**Register map, names as in the netlist**

Scale bar: 20 um. Other sequential cells in the stronger gray, the rest of the logic in the fainter gray.
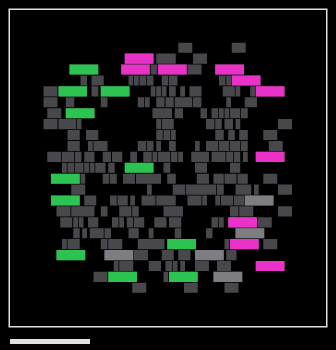
**Selected gate families**

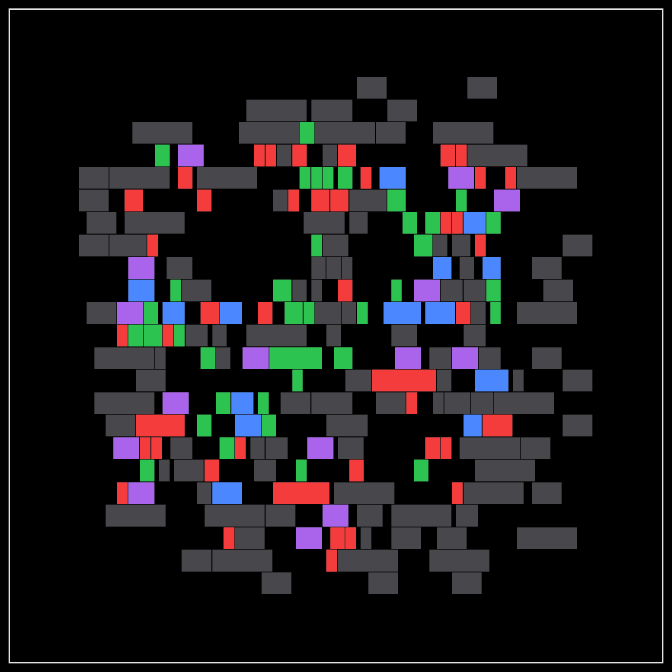
`src/rtl/vga_pkg.sv`:
```
// Shared timing constants and counter widths for the 800x600@60 video pipeline.
// Downstream delay and draw stages import the same widths from here.
package vga_pkg;

    localparam int HCOUNT_W = 11;
    localparam int VCOUNT_W = 10;

    localparam int VGA_H_VISIBLE = 800;
    localparam int VGA_H_FRONT   = 40;
    localparam int VGA_H_SYNC    = 128;
    localparam int VGA_H_BACK    = 88;
    localparam int VGA_H_TOTAL   = VGA_H_VISIBLE + VGA_H_FRONT + VGA_H_SYNC + VGA_H_BACK;

    localparam int VGA_V_VISIBLE = 600;
    localparam int VGA_V_FRONT   = 1;
    localparam int VGA_V_SYNC    = 4;
    localparam int VGA_V_BACK    = 23;
    localparam int VGA_V_TOTAL   = VGA_V_VISIBLE + VGA_V_FRONT + VGA_V_SYNC + VGA_V_BACK;

    // Sync windows are half-open: [START, END)
    localparam int VGA_HSYNC_START = VGA_H_VISIBLE + VGA_H_FRONT;
    localparam int VGA_HSYNC_END   = VGA_HSYNC_START + VGA_H_SYNC;
    localparam int VGA_VSYNC_START = VGA_V_VISIBLE + VGA_V_FRONT;
    localparam int VGA_VSYNC_END   = VGA_VSYNC_START + VGA_V_SYNC;

endpackage

```
`src/rtl/vga_timing.sv`:
```
// Free-running VGA raster generator: counters, blanking, syncs and frame-start pulse,
// all registered together so the flags always describe the counts of the same cycle.
module vga_timing
    import vga_pkg::*;
#(
    parameter int H_VISIBLE = VGA_H_VISIBLE,
    parameter int H_FRONT   = VGA_H_FRONT,
    parameter int H_SYNC    = VGA_H_SYNC,
    parameter int H_BACK    = VGA_H_BACK,
    parameter int V_VISIBLE = VGA_V_VISIBLE,
    parameter int V_FRONT   = VGA_V_FRONT,
    parameter int V_SYNC    = VGA_V_SYNC,
    parameter int V_BACK    = VGA_V_BACK,
    parameter bit HSYNC_POL = 1'b1,
    parameter bit VSYNC_POL = 1'b1
) (
    input  logic                clk,
    input  logic                rst,
    output logic [HCOUNT_W-1:0] hcount_out,
    output logic [VCOUNT_W-1:0] vcount_out,
    output logic                hblnk_out,
    output logic                vblnk_out,
    output logic                hsync_out,
    output logic                vsync_out,
    output logic                frame_start_out
);

    localparam int H_TOTAL = H_VISIBLE + H_FRONT + H_SYNC + H_BACK;
    localparam int V_TOTAL = V_VISIBLE + V_FRONT + V_SYNC + V_BACK;

    if (H_TOTAL > (1 << HCOUNT_W)) begin : g_htotal_chk
        $error("H_TOTAL does not fit in HCOUNT_W bits");
    end
    if (V_TOTAL > (1 << VCOUNT_W)) begin : g_vtotal_chk
        $error("V_TOTAL does not fit in VCOUNT_W bits");
    end

    localparam logic [HCOUNT_W-1:0] H_LAST     = HCOUNT_W'(H_TOTAL - 1);
    localparam logic [VCOUNT_W-1:0] V_LAST     = VCOUNT_W'(V_TOTAL - 1);
    localparam logic [HCOUNT_W-1:0] H_BLNK     = HCOUNT_W'(H_VISIBLE);
    localparam logic [VCOUNT_W-1:0] V_BLNK     = VCOUNT_W'(V_VISIBLE);
    localparam logic [HCOUNT_W-1:0] HS_START   = HCOUNT_W'(H_VISIBLE + H_FRONT);
    localparam logic [HCOUNT_W-1:0] HS_END     = HCOUNT_W'(H_VISIBLE + H_FRONT + H_SYNC);
    localparam logic [VCOUNT_W-1:0] VS_START   = VCOUNT_W'(V_VISIBLE + V_FRONT);
    localparam logic [VCOUNT_W-1:0] VS_END     = VCOUNT_W'(V_VISIBLE + V_FRONT + V_SYNC);

    logic [HCOUNT_W-1:0] hcount_q, hcount_d;
    logic [VCOUNT_W-1:0] vcount_q, vcount_d;
    logic                hblnk_q, hblnk_d;
    logic                vblnk_q, vblnk_d;
    logic                hsync_q, hsync_d;
    logic                vsync_q, vsync_d;
    logic                fstart_q, fstart_d;

    // Flags are derived from the next counts so they land in the same register stage.
    always_comb begin
        hcount_d = hcount_q + HCOUNT_W'(1);
        vcount_d = vcount_q;
        if (hcount_q == H_LAST) begin
            hcount_d = '0;
            vcount_d = (vcount_q == V_LAST) ? '0 : vcount_q + VCOUNT_W'(1);
        end
        hblnk_d  = (hcount_d >= H_BLNK);
        vblnk_d  = (vcount_d >= V_BLNK);
        hsync_d  = ((hcount_d >= HS_START) && (hcount_d < HS_END)) ? HSYNC_POL : ~HSYNC_POL;
        vsync_d  = ((vcount_d >= VS_START) && (vcount_d < VS_END)) ? VSYNC_POL : ~VSYNC_POL;
        fstart_d = (hcount_d == '0) && (vcount_d == '0);
    end

    always_ff @(posedge clk) begin
        if (rst) begin
            hcount_q <= '0;
            vcount_q <= '0;
            hblnk_q  <= 1'b0;
            vblnk_q  <= 1'b0;
            hsync_q  <= ~HSYNC_POL;
            vsync_q  <= ~VSYNC_POL;
            fstart_q <= 1'b0;
        end else begin
            hcount_q <= hcount_d;
            vcount_q <= vcount_d;
            hblnk_q  <= hblnk_d;
            vblnk_q  <= vblnk_d;
            hsync_q  <= hsync_d;
            vsync_q  <= vsync_d;
            fstart_q <= fstart_d;
        end
    end

    assign hcount_out      = hcount_q;
    assign vcount_out      = vcount_q;
    assign hblnk_out       = hblnk_q;
    assign vblnk_out       = vblnk_q;
    assign hsync_out       = hsync_q;
    assign vsync_out       = vsync_q;
    assign frame_start_out = fstart_q;

endmodule

```
`config.mk`:
```
export PLATFORM = sky130hd
export DESIGN_NAME = vga_timing
export DESIGN_NICKNAME = d
export VERILOG_FILES = /design/src/rtl/vga_pkg.sv /design/src/rtl/vga_timing.sv
export SDC_FILE = /design/constraint.sdc
export NUM_CORES = 1
export LEC_CHECK = 0
export CORE_MARGIN = 8
export CORE_UTILIZATION = 41
export CTS_CLUSTER_DIAMETER = 60
export CTS_CLUSTER_SIZE = 14
export DETAILED_ROUTE_END_ITERATION = 10
export GPL_ROUTABILITY_DRIVEN = 0
export SYNTH_ARGS = -nofsm -noshare
export SYNTH_HDL_FRONTEND = slang
export SYNTH_SLANG_ARGS = --single-unit
```
`constraint.sdc`:
```
create_clock -name clk -period 3.9 [get_ports clk]
set_input_delay 0.585 -clock clk [delete_from_list [all_inputs] [get_ports clk]]
set_output_delay 0.585 -clock clk [all_outputs]
set_load 0.005 [all_outputs]
```
==> run notes <==
fresh numbers from the pnr run: result of the run finished clean, clk sink count 26, DR vias 1520, cell resize tally after clock tree synthesis 0, power group with the largest share sequential cells, instance count along the most critical hold path 2, start point of the critical path hcount_out[0], count of buffers from port buffering 27, CP endpoint kind flip-flop, Post-CTS Repair Setup Buffers 0, final critical path time including I/O delays and setup 2.631 ns, Setup WS post-layout 1.269 ns, Synth async-reset ratio 0%, setup repair after global routing missed its margin false, total I/O pin count 28, core utilization at floorplan 41.58%, floorplan die width 78.77 um, overall power after layout 0.4690 mW, largest cell class by area combinational gates, maximum number of pins on one net before global-route repair 16, number of buffers on the longest clock path 2, proportion of synthesized chip area in sequential cells between 30% and 40%, Die Ht 78.77 um, clock tree root buffer cell sky130_fd_sc_hd__clkbuf_8, placed instance count 262, clock tree from TritonCTS done, Hold Path Class flip-flop to flip-flop, MI comb cells 151, Power Dens Cells 244.0 nW/um^2, Seq cells post-synth 26, count of warning messages emitted by the tools 26, number of signal-net buffers in the layout 28, number of hold buffers added after cts 0, r2r worst-path depth 7, share of total power consumed by net switching 21.53%, gate count after technology mapping around 200, maximum clock frequency 0.3801 GHz, worst reg-to-reg setup slack 1.27 ns, Yosys cell types approximately 50, endpoint arrival time on the critical path 2.84 ns, Seq power 0.272 mW
About 'register map, names as in the netlist':
- green: `hcount_out` (placed flops 11)
- magenta: `vcount_out` (placed flops 10)
- not colored: 5

About 'selected gate families':
- blue: AND and OR gates (cells 14; most used and4_1)
- purple: XOR/XNOR gates (cells 15; most used xnor2_1)
- red: NOR gates (cells 43; most used nor2_1)
- green: NAND gates (cells 37; most used nand3_1)
most common logic cell in the routed design: sky130_fd_sc_hd__clkdlybuf4s50_1
fraction of area in multi-input gates: 50.98%
final non-filler cell total: 266

[metal layers]
metal | GRT usage [%] | share of wire [%] | vias up
met5 | 0 | 0 | -
met4 | 6.667 | 1.7 | 0
met3 | 3.273 | 4.6 | 6
met2 | 23.28 | 49 | 39
met1 | 15.76 | 44 | 726
li1 | - | - | 749
[layout by cell type, fill, tap and decap left out, drive strengths merged, types with 7 or more instances in the layout]
cell	netlist	layout
nor2	23	23
a21oi	9	9
inv	7	7
clkdlybuf4s50	0	27
xnor2	8	8
o21ai	7	7
nor3	13	13
xor2	7	7
dfxtp	26	26
nand3	17	17
nand2	14	14
[worst max-delay path, stage by stage (launching register included)]
cell and delay [ns]:
sky130_fd_sc_hd__dfxtp_1 0.45, sky130_fd_sc_hd__ha_1 0.29, sky130_fd_sc_hd__and4_1 0.48, sky130_fd_sc_hd__and3_2 0.39, sky130_fd_sc_hd__and4_2 0.27, sky130_fd_sc_hd__o211ai_1 0.14
sky130_fd_sc_hd__or4_4 0.44, sky130_fd_sc_hd__nor3_2 0.10
[kinds of logic after synthesis]
kind of cell               synth area share [%]
and+or+nand+nor                           33.77
adders and majority gates                 1.549
AOI/OAI and AO/OA                         15.96
xor gates and xnor gates                  8.133
muxes                                     1.239
DFF                                       32.22
buffers and inverters                     7.126
[synth_stat cells (all sizes together) (3+ instances only)]
cell type | instances | share of area (%)
a21oi | 9 | 2.8
and3 | 3 | 1.2
and4 | 4 | 2.2
buf | 7 | 4.4
clkbuf | 4 | 1.1
dfxtp | 26 | 32
inv | 7 | 1.6
nand2 | 14 | 3.3
nand3 | 17 | 6.0
nand4 | 6 | 2.3
nor2 | 23 | 5.3
nor2b | 4 | 1.5
nor3 | 13 | 5.0
o21ai | 7 | 2.2
xnor2 | 8 | 4.3
xor2 | 7 | 3.8
No activity file was given, so power comes from the tool's default toggle rates.
